<file path="src/rtl/fetch_unit_if.sv">
// Fetch-stage bundle: instruction-memory request/response, downstream redirect,
// and the decoder-facing instruction handshake.
interface fetch_unit_if #(
  parameter int unsigned ADDR_W = 32
);
  logic              imem_req_valid;
  logic              imem_req_ready;
  logic [ADDR_W-1:0] imem_req_addr;
  logic              imem_rsp_valid;
  logic [31:0]       imem_rsp_data;
  logic              redirect_valid;
  logic [ADDR_W-1:0] redirect_pc;
  logic              inst_valid;
  logic              inst_ready;
  logic [31:0]       inst;
  logic [ADDR_W-1:0] inst_pc;

  modport master (
    output imem_req_valid, imem_req_addr, inst_valid, inst, inst_pc,
    input  imem_req_ready, imem_rsp_valid, imem_rsp_data,
    input  redirect_valid, redirect_pc, inst_ready
  );

  modport slave (
    input  imem_req_valid, imem_req_addr, inst_valid, inst, inst_pc,
    output imem_req_ready, imem_rsp_valid, imem_rsp_data,
    output redirect_valid, redirect_pc, inst_ready
  );
endinterface

</file>
<file path="src/rtl/fetch_unit.sv">
// Instruction fetch stage: single-outstanding word fetch, small in-order
// instruction buffer toward the decoder, redirect flush with late-response drop.
module fetch_unit #(
  parameter int unsigned       ADDR_W   = 32,
  parameter int unsigned       DEPTH    = 2,
  parameter logic [ADDR_W-1:0] RESET_PC = '0
) (
  input  logic         clk,
  input  logic         reset,
  fetch_unit_if.master bus
);
  localparam int unsigned PTR_W = (DEPTH > 1) ? $clog2(DEPTH) : 1;
  localparam int unsigned CNT_W = $clog2(DEPTH + 1);
  localparam logic [CNT_W-1:0] FULL = CNT_W'(DEPTH);

  logic [ADDR_W-1:0] fetch_pc_q, fetch_pc_d;
  logic [ADDR_W-1:0] req_addr_q, req_addr_d;
  logic              outstanding_q, outstanding_d;
  logic              drop_q, drop_d;
  logic [PTR_W-1:0]  rd_ptr_q, rd_ptr_d;
  logic [PTR_W-1:0]  wr_ptr_q, wr_ptr_d;
  logic [CNT_W-1:0]  count_q, count_d;
  logic [ADDR_W-1:0] pc_mem_q   [DEPTH];
  logic [ADDR_W-1:0] pc_mem_d   [DEPTH];
  logic [31:0]       data_mem_q [DEPTH];
  logic [31:0]       data_mem_d [DEPTH];

  logic              req_valid, req_fire, rsp_fire, head_valid, push, pop;
  logic [ADDR_W-1:0] redirect_target;

  always_comb begin
    // Issue depends only on registered state; count + outstanding < DEPTH
    // reduces to count < DEPTH because outstanding must already be clear.
    req_valid       = !reset && !outstanding_q && (count_q < FULL);
    req_fire        = req_valid && bus.imem_req_ready;
    rsp_fire        = bus.imem_rsp_valid && outstanding_q;
    head_valid      = !reset && (count_q != '0);
    pop             = head_valid && bus.inst_ready;
    push            = rsp_fire && !drop_q && !bus.redirect_valid;
    redirect_target = bus.redirect_pc & ~ADDR_W'(3);

    fetch_pc_d    = fetch_pc_q;
    req_addr_d    = req_addr_q;
    outstanding_d = outstanding_q;
    drop_d        = drop_q;
    rd_ptr_d      = rd_ptr_q;
    wr_ptr_d      = wr_ptr_q;
    count_d       = count_q;
    pc_mem_d      = pc_mem_q;
    data_mem_d    = data_mem_q;

    if (req_fire) begin
      fetch_pc_d    = fetch_pc_q + ADDR_W'(4);
      req_addr_d    = fetch_pc_q;
      outstanding_d = 1'b1;
    end

    if (rsp_fire) begin
      outstanding_d = 1'b0;
      drop_d        = 1'b0;
    end

    if (push) begin
      pc_mem_d[wr_ptr_q]   = req_addr_q;
      data_mem_d[wr_ptr_q] = bus.imem_rsp_data;
      wr_ptr_d             = wr_ptr_q + PTR_W'(1);
    end

    if (pop) begin
      rd_ptr_d = rd_ptr_q + PTR_W'(1);
    end

    case ({push, pop})
      2'b10:   count_d = count_q + CNT_W'(1);
      2'b01:   count_d = count_q - CNT_W'(1);
      default: count_d = count_q;
    endcase

    // Redirect overrides the sequential PC and empties the buffer; any response
    // still in flight (including one issued this cycle) belongs to the old path.
    if (bus.redirect_valid) begin
      fetch_pc_d = redirect_target;
      rd_ptr_d   = '0;
      wr_ptr_d   = '0;
      count_d    = '0;
      if (req_fire || (outstanding_q && !bus.imem_rsp_valid)) begin
        drop_d = 1'b1;
      end
    end
  end

  always_ff @(posedge clk) begin
    if (reset) begin
      fetch_pc_q    <= RESET_PC;
      req_addr_q    <= RESET_PC;
      outstanding_q <= 1'b0;
      drop_q        <= 1'b0;
      rd_ptr_q      <= '0;
      wr_ptr_q      <= '0;
      count_q       <= '0;
    end else begin
      fetch_pc_q    <= fetch_pc_d;
      req_addr_q    <= req_addr_d;
      outstanding_q <= outstanding_d;
      drop_q        <= drop_d;
      rd_ptr_q      <= rd_ptr_d;
      wr_ptr_q      <= wr_ptr_d;
      count_q       <= count_d;
    end
  end

  always_ff @(posedge clk) begin
    pc_mem_q   <= pc_mem_d;
    data_mem_q <= data_mem_d;
  end

  assign bus.imem_req_valid = req_valid;
  assign bus.imem_req_addr  = fetch_pc_q;
  assign bus.inst_valid     = head_valid;
  assign bus.inst           = data_mem_q[rd_ptr_q];
  assign bus.inst_pc        = pc_mem_q[rd_ptr_q];
endmodule
</file>
<file path="src/flat_wrapper.sv">
// flat-port wrapper written by rule: the top's interface ports become plain ports
module fetch_unit_flat 
#(
  parameter int unsigned       ADDR_W   = 32,
  parameter int unsigned       DEPTH    = 2,
  parameter logic [ADDR_W-1:0] RESET_PC = '0
)
  (clk, reset, bus_imem_req_valid, bus_imem_req_addr, bus_inst_valid, bus_inst, bus_inst_pc, bus_imem_req_ready, bus_imem_rsp_valid, bus_imem_rsp_data, bus_redirect_valid, bus_redirect_pc, bus_inst_ready);
  fetch_unit_if #(.ADDR_W(ADDR_W)) bus_i ();
  input  logic clk;
  input  logic reset;
  output wire logic [$bits(bus_i.imem_req_valid)-1:0] bus_imem_req_valid;
  output wire logic [$bits(bus_i.imem_req_addr)-1:0] bus_imem_req_addr;
  output wire logic [$bits(bus_i.inst_valid)-1:0] bus_inst_valid;
  output wire logic [$bits(bus_i.inst)-1:0] bus_inst;
  output wire logic [$bits(bus_i.inst_pc)-1:0] bus_inst_pc;
  input wire logic [$bits(bus_i.imem_req_ready)-1:0] bus_imem_req_ready;
  input wire logic [$bits(bus_i.imem_rsp_valid)-1:0] bus_imem_rsp_valid;
  input wire logic [$bits(bus_i.imem_rsp_data)-1:0] bus_imem_rsp_data;
  input wire logic [$bits(bus_i.redirect_valid)-1:0] bus_redirect_valid;
  input wire logic [$bits(bus_i.redirect_pc)-1:0] bus_redirect_pc;
  input wire logic [$bits(bus_i.inst_ready)-1:0] bus_inst_ready;
  assign bus_imem_req_valid = bus_i.imem_req_valid;
  assign bus_imem_req_addr = bus_i.imem_req_addr;
  assign bus_inst_valid = bus_i.inst_valid;
  assign bus_inst = bus_i.inst;
  assign bus_inst_pc = bus_i.inst_pc;
  assign bus_i.imem_req_ready = bus_imem_req_ready;
  assign bus_i.imem_rsp_valid = bus_imem_rsp_valid;
  assign bus_i.imem_rsp_data = bus_imem_rsp_data;
  assign bus_i.redirect_valid = bus_redirect_valid;
  assign bus_i.redirect_pc = bus_redirect_pc;
  assign bus_i.inst_ready = bus_inst_ready;
  fetch_unit #(.ADDR_W(ADDR_W), .DEPTH(DEPTH), .RESET_PC(RESET_PC)) u_core (.clk(clk), .reset(reset), .bus(bus_i));
endmodule
</file>
<file path="config.mk">
export PLATFORM = sky130hd
export DESIGN_NAME = fetch_unit_flat
export DESIGN_NICKNAME = d
export VERILOG_FILES = /design/src/rtl/fetch_unit_if.sv /design/src/rtl/fetch_unit.sv /design/src/flat_wrapper.sv
export SDC_FILE = /design/constraint.sdc
export NUM_CORES = 1
export LEC_CHECK = 0
export CAP_MARGIN = 0
export CORE_MARGIN = 3
export CORE_UTILIZATION = 35
export DETAILED_ROUTE_END_ITERATION = 8
export DONT_BUFFER_PORTS = 1
export SLEW_MARGIN = 15
export SYNTH_ARGS = -nofsm -noshare
export SYNTH_HDL_FRONTEND = slang
export SYNTH_SLANG_ARGS = --single-unit
</file>
<file path="constraint.sdc">
create_clock -name clk -period 4 [get_ports clk]
set_clock_uncertainty 0.05 [all_clocks]
set_input_delay 0.6 -clock clk [delete_from_list [all_inputs] [get_ports clk]]
set_output_delay 0.6 -clock clk [all_outputs]
set_load 0.01 [all_outputs]
</file>
Fig. 1: run 1, metal 1
Bar = 50 um. Supply wires on this layer in grey.
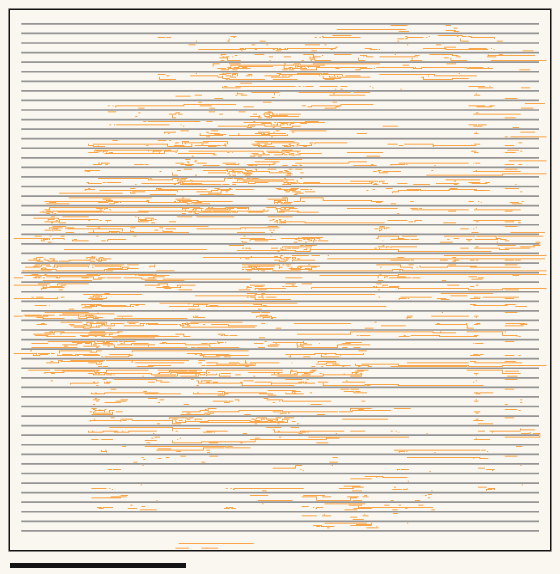
main direction	horizontal
nets with wire on the layer	600
share of all routed wire	40%
wire length on this layer	7100 um
longest straight run	61.8 um

Fig. 2: run 1, metal 2
Bar = 50 um.
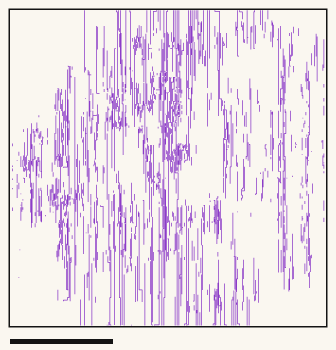
share of all routed wire	49%
longest straight run	105 um

Fig. 3: run 1, met3 routing
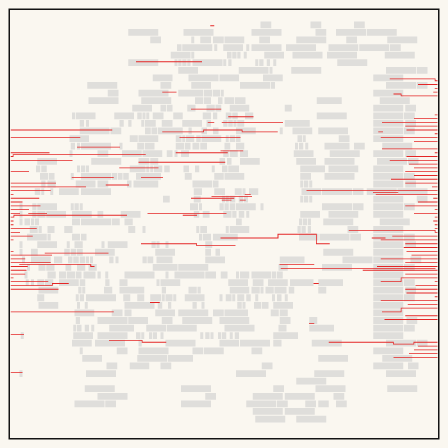
longest straight run	55.2 um
share of all routed wire	10%
wire length on this layer	1770 um

## run 1: routing by layer
layer  vias to the layer above  GRT usage, %  part of all wire (%)
met5                         -             0                  0.15
met2                       174          24.5                    49
met3                        14          6.22                    10
met4                         4          4.37                  0.72
met1                      2243          17.8                    40
li1                       2200             -                     -
## run 1: kinds of logic after synthesis
group / synth area share [%]
xor gates and xnor gates: 1.38
DFF: 66.2
other: 0.0492
buffers and inverters: 2.64
AOI/OAI and AO/OA: 8.19
adders and majority gates: 0.328
muxes: 9.16
and+or+nand+nor: 12.0
## run 1: final cells by class
class	count	area [sq um]	area share [%]
Timing Repair Buffer	6	45.0	0.531
Multi-Input combinational cell	354	2400	28.3
Sequential cell	190	5050	59.5
Clock inverter	15	175	2.06
Inverter	11	41.3	0.487
Tap cell	275	344	4.05
Antenna cell	1	2.50	0.0295
Clock buffer	17	425	5.01
## run 1: cell usage after synthesis, drive strengths merged, types with 8 or more instances
cell,n
o21ai,10
nand3,10
a311oi,8
nand4,15
and4,11
clkbuf,27
dfxtp,66
nor2,24
edfxtp,124
a211oi,11
mux2,62
a21oi,34
inv,11
buf,11
nand2,79
## run 1: critical path, delay by kind of cell, from the launching register on
kind            cells  cell delay (ns)
simple gates        2             1.22
compound gates      2             0.45
flops               1             0.37
buf+inv             1             0.32
## run 1: stage by stage
| stage | util [%] | std cells | hold WS [ns] |
|---|---|---|---|
| after floorplan | - | 593 | 0.375 |
| after global placement | 37.1 | 836 | 0.380 |
| after detailed placement | 37.1 | 836 | 0.392 |
| after CTS | 40.0 | 868 | 0.172 |
| after global routing | 40.0 | 868 | 0.166 |
| final | 40.0 | 869 | 0.191 |
## run 1: power groups by stage
| stage | registers (W) | logic [W] | clock network, W |
|---|---|---|---|
| after CTS | 0.00219 | 0.000117 | 0.00172 |
| after global routing | 0.00219 | 0.000129 | 0.00182 |
| after global placement | 0.00223 | 0.000112 | 0 |
| final | 0.00219 | 0.000114 | 0.00168 |
| after floorplan | 0.00221 | 0.000107 | 0 |
| after detailed placement | 0.00223 | 0.000116 | 0 |
## run 1: how the worst max path moves through the flow
stage	end
floorplan	u_core.data_mem_q[32]
global placement	u_core.bus.imem_req_addr[27]
detailed placement	u_core.bus.imem_req_addr[27]
CTS	bus_inst_pc[11]
global route	u_core.bus.imem_req_addr[27]
finish	u_core.bus.imem_req_addr[27]
## run 1: state kept, by name (all words and copies together) (netlist names)
name                      cells
u_core.rd_ptr_q               1
u_core.wr_ptr_q               1
u_core.outstanding_q          1
u_core.bus.imem_req_addr     30
u_core.count_q                2
u_core.req_addr_q            30
u_core.pc_mem_q              60
u_core.drop_q                 1
u_core.data_mem_q            64
==> run summary, run 1 <==
Results of the flow run.

The final routed wirelength across all metal layers stands at 17600 um. The first routing iteration left 240 violations. The fraction of power consumed by the clock network stands at 42.2%. Entering global routing, the biggest net connects 64 pins.

Looking at the reg2reg group, the worst path ends at u_core.bus.imem_req_addr[27]. The share of the synthesized area in the top cell type stands at 48.9%. By instance count after routing, the leading logic cell type is sky130_fd_sc_hd__edfxtp_1. In this run the tools logged warnings totalling 28. The number of global-route vias before repair stands at 4603. The mean instance size in the synthesized netlist stands at 12.9 sq um. Setup repair after global routing left no endpoint under its margin. The quantity of hold-fixing buffers added after cts stands at 0.

The number of antenna violations at the first check in global routing stands at 2. No sink is reached through more buffers than the 2 on the longest clock path. For this run, the leading register cell type out of synthesis is sky130_fd_sc_hd__edfxtp_1. The final-report max-slew violation count stands at 0. The maximum level of the CTS H-tree stands at 4. The worst hold path belongs to the class in -> reg. The mapped cell area stands at 7620 sq um. TritonCTS built the clock tree.

The path with the worst hold slack has its endpoint at u_core.req_addr_q[27]. OpenSTA, run right after detailed placement, puts the worst setup slack at 1.28 ns. In the routed design, unresolved DRC markers number 0.

The report lists the number of cells resized after CTS as 0. The root buffer cell chosen for the clock tree is sky130_fd_sc_hd__clkbuf_16. The core region is 21200 sq um. The data arrival time of the critical path stands at 2.78 ns. According to the floorplan report, the die width is 154 um. The synthesized instance count is 590.

In this run the cell area measured after placement is 7880 sq um. The synthesis log from Yosys contains 0 warnings. The report lists the number of standard-cell rows as 53. The slowest stage of the critical path belongs to the cell sky130_fd_sc_hd__or4b_2. The worst-case reg-to-reg setup slack stands at 1.50 ns. The layout summary lists the proportion of cells stronger than drive strength 1 as 18.2%. Along the worst path, the maximum fanout reaches 31. Per the cell usage report, the commonest logic cells after layout are sky130_fd_sc_hd__edfxtp_1 (124), sky130_fd_sc_hd__nand2_1 (79), sky130_fd_sc_hd__dfxtp_1 (65), sky130_fd_sc_hd__mux2_2 (62), sky130_fd_sc_hd__a21oi_1 (34). VDD sags by at most 0.268 mV. The required time of the critical path stands at 4.27 ns.

STA classifies the critical path endpoint as a flop. Of the total power, combinational logic draws 2.9%. In this run the maximum-capacitance check reported violations numbering 0. The latest clock arrival within the worst-skew pair stands at 0.43 ns. After layout, the design draws a total of 0.00398 W. The setup slack after layout stands at 1.50 ns. Looking at hold timing, the worst path starts from reset. The net count of the finished layout stands at 652. The global-route congestion overflow total stands at 0. The run finished with clean final reports. Yosys stat counts 590 cells in the synthesized netlist. The initial core utilization stands at 35.9%. The internal power of the cells stands at 0.00306 W. The critical path in this run is classified as reg -> reg. The post-synthesis to final-layout area growth stands at 11.4%. The die covers 23600 sq um. The register area share after synthesis stands at 66.2%. The count of fill cells added during filler insertion stands at 2025.

Endpoints failing hold in the final report were tallied at 0. The detailed-route vias per instance stands at 5.33. Measured along the y axis, the die boundary spans 154 um. Sorting the synthesized cells by area gives the leading types as sky130_fd_sc_hd__edfxtp_1 (49%), sky130_fd_sc_hd__dfxtp_1 (17%), sky130_fd_sc_hd__mux2_2 (9.2%), sky130_fd_sc_hd__nand2_1 (3.9%), sky130_fd_sc_hd__a21oi_1 (2.2%).

The cell area after layout stands at 8490 sq um. The yosys-reported design area after synthesis stands at 7620 sq um. The first global-routing pass estimated 27100 um of wire. Once synthesis finished, the tally of register bits stood at 190.
Fig. 4: run 1, metal 4
Bar = 50 um. Supply wires on this layer in grey.
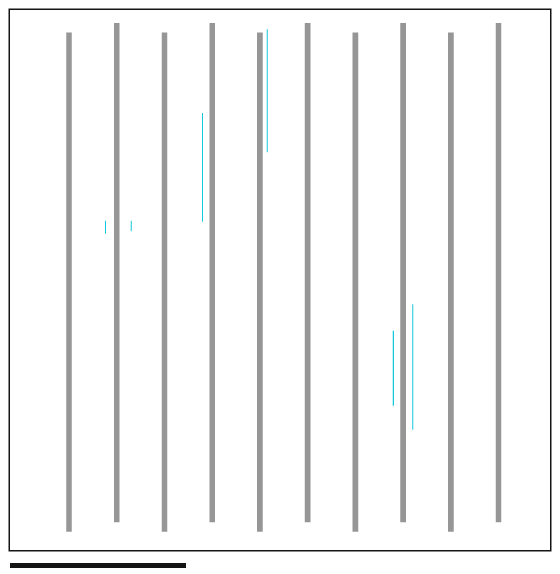

==> run 2: changes to the inputs <==
Clock period 4 ns to 2.03 ns, I/O delays scaled along.
Fig. 5: run 2, metal 4
Bar = 50 um. Supply wires on this layer in grey.
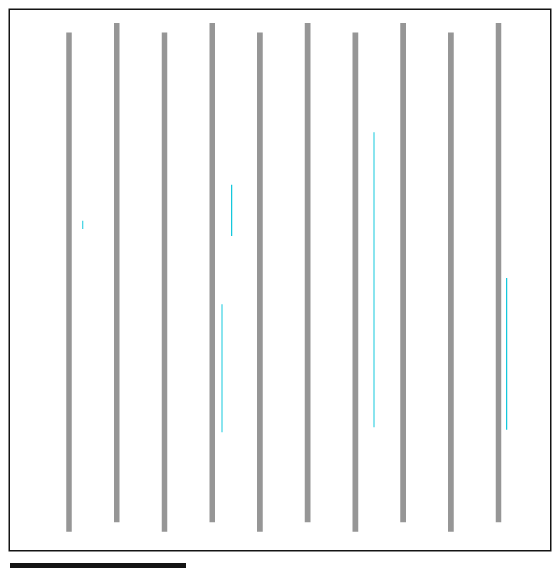
longest straight run	83.6 um
main direction	vertical
wire length on this layer	179 um
Final Routed Wirelength: 19100 um
via count: 5150

Fig. 6: run 2, met3 routing
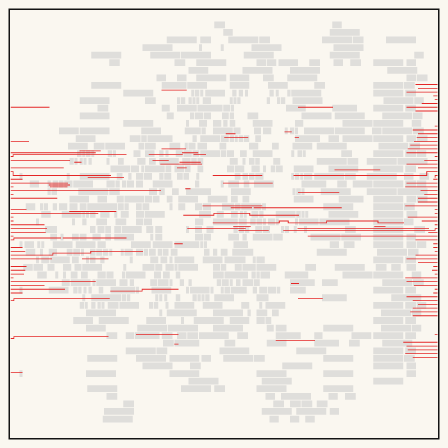
nets with wire on the layer	124
longest straight run	54.3 um
share of all routed wire	9.0%
main direction	horizontal
wire length on this layer	1710 um

==> run 2 against run 1 <==
Against the previous run:
- power increased by 100%
- non-clock buffer count increased by 110
- clock power increased by 100%
- largest power group unchanged
- cell count increased by 13%
- utilization increased by 5.2 points
- critical path type unchanged
- critical path depth decreased by 1
- global-route usage increased by 1.1 points
- design area increased by 13%
- count of clock-buffer cells in the layout unchanged
- sequential share of layout area decreased by 6.9 points
- critical endpoint is now u_core.bus.imem_req_addr[30]
==> run summary, run 2 <==
Results of the flow run.

The run finished with clean final reports. Counting flops per register, the top entry is u_core.data_mem_q. The number of non-filler instances in the completed layout came to 979 (+13%). The number of placed cells counting well taps stands at 882 (+5.5%).

The slack of the worst reg-to-reg path stands at 0.07 ns (-1.43 ns). The latest clock arrival within the worst-skew pair came to 0.43 ns (about the same). The global-route wire length before repair came to 29100 um (+7.4%). The number of antenna violations at the first check in global routing was 2 (unchanged). The count of fill cells added during filler insertion was 1930 (-4.7%). The critical path is of the reg -> reg type. The worst slack on hold paths is 0.0128 ns (-0.178 ns). The post-synthesis instance total stands at 590 (unchanged). The net count of the finished layout is 762 (+17%). The number of maximum-capacitance violations came to 0 (unchanged).

The registers reported with the highest flop counts are u_core.data_mem_q x64, u_core.pc_mem_q x60. The data arrival time of the critical path is 2.27 ns (-0.51 ns). The maximum root-to-sink buffer count stands at 2 (unchanged). The most common logic cell in the final layout is sky130_fd_sc_hd__edfxtp_1. The yosys-reported design area after synthesis stands at 7620 sq um (unchanged). The OpenROAD warning count stands at 29 (+3.6%). The register area share after synthesis was 66.2% (unchanged). The total die size stands at 23600 sq um (unchanged). The floorplan die width was 154 um (unchanged).

The number of global-route vias before repair stands at 5089 (+11%). The highest ir drop seen on vdd is 0.508 mV (+90%). Yosys attributes the largest share of cell area to sky130_fd_sc_hd__edfxtp_1 (49%), sky130_fd_sc_hd__dfxtp_1 (17%), sky130_fd_sc_hd__mux2_2 (9.2%), sky130_fd_sc_hd__nand2_1 (3.9%), sky130_fd_sc_hd__a21oi_1 (2.2%). The count of endpoints failing hold in the final timing report was 0 (unchanged). The number of flip-flops in the largest register stands at 64 (unchanged). The top cell types in the final layout, fill and taps aside, are sky130_fd_sc_hd__edfxtp_1 (124), sky130_fd_sc_hd__nand2_1 (78), sky130_fd_sc_hd__dfxtp_1 (63), sky130_fd_sc_hd__mux2_2 (62). The register bit total from synthesis was 190 (unchanged). In the synthesized netlist the dominant register cell turns out to be sky130_fd_sc_hd__edfxtp_1. TritonCTS built the clock tree. The maximum number of pins on one net before global-route repair was 51 (-20%). The fraction of final layout cells with drive strength greater than 1 was 25.0% (+6.8 points). The post-detailed-route DRC marker count was 0 (unchanged). Sorting the synthesis cell report by count puts at the top sky130_fd_sc_hd__edfxtp_1.

The core footprint is 21200 sq um (unchanged). The maximum fanout count along the critical path stands at 4 (-87%). The register area came to 5050 sq um (about the same). The detailed-route vias per instance is 5.26 (-1.4%).

The cell count listed in synth_stat.txt was 590 (unchanged). The count of yosys warnings during synthesis was 0 (unchanged). The largest individual stage delay along the critical path comes from the cell sky130_fd_sc_hd__or4b_4. The final-report max-slew violation count stands at 0 (unchanged). The vertical die dimension stands at 154 um (unchanged). The post-synthesis to final-layout area growth stands at 26.0%. The global-route congestion overflow total was 0 (unchanged).
run 2: cell families (layout without fill, tap and decap cells):
kind of cell	count (synthesis)	count (layout)	synth area share, %
buf+inv	49	159	2.64
simple gates	183	183	12.0
mux	62	62	9.16
compound gates	91	91	8.19
flops	190	190	66.2
fa+ha+maj	2	2	0.328
xor+xnor	12	12	1.38
other cells	1	5	0.0492
run 2: power by group:
group / internal [W] / total (W) / switching (W)
Clock: 0.00178 / 0.00338 / 0.00160
Sequential: 0.00417 / 0.00422 / 0.0000483
Combinational: 0.000235 / 0.000524 / 0.000289
Total: 0.00619 / 0.00812 / 0.00194
run 2: layout make-up:
| type | count | share of cell area [%] |
|---|---|---|
| sequential | 190 | 52.6 |
| clock inverter | 15 | 1.90 |
| inverter | 11 | 0.430 |
| antenna | 1 | 0.0261 |
| multi-input combinational | 354 | 25.4 |
| tap | 275 | 3.58 |
| clock buffer | 17 | 4.43 |
| timing repair buffer | 116 | 11.6 |
run 2: worst max-delay path, delay by kind of cell (launching register included):
kind / cells / cell delay, ns
simple gates: 3 / 1.17
compound gates: 1 / 0.34
flops: 1 / 0.33
run 2: worst paths after layout:
check,to,cells past startpoint,startpoint
worst max-delay path,u_core.bus.imem_req_addr[30],4,u_core.count_q[1]
worst min-delay path,u_core.bus.imem_req_addr[20],2,bus_redirect_pc[20]
worst max register to register,u_core.bus.imem_req_addr[30],4,u_core.count_q[1]
worst min register to register,u_core.pc_mem_q[5],0,u_core.req_addr_q[5]
run 2: timing repair:
item / in CTS / in global routing
hold buffers: 52 / 0
endpoints found under the hold margin: 118 / 0
setup buffers: 3 / 8
cloned: 0 / 1
gates resized: 6 / 7
setup endpoints to repair: 11 / 9
pin swaps: 4 / 11
run 2: routing by layer:
| layer | GRT usage [%] | wire length (um) |
|---|---|---|
| met1 | 20.1 | 7990 |
| met2 | 25.5 | 9200 |
| met3 | 6.11 | 1710 |
| met4 | 4.79 | 178 |
| met5 | 0 | 7 |
run 2: per-stage QoR:
step / util (%) / worst slack, ns / TNS (ns) / total power (W)
after floorplan: - / -0.0797 / -4.94 / 0.00456
after global placement: 39.2 / -0.183 / -0.536 / 0.00469
after detailed placement: 39.2 / -0.273 / -0.921 / 0.00470
after CTS: 44.8 / 0.00275 / 0 / 0.00819
after global routing: 45.2 / -0.0113 / -0.0113 / 0.00846
final: 45.2 / 0.0651 / 0 / 0.00812
Power and IR drop assume default switching activity.
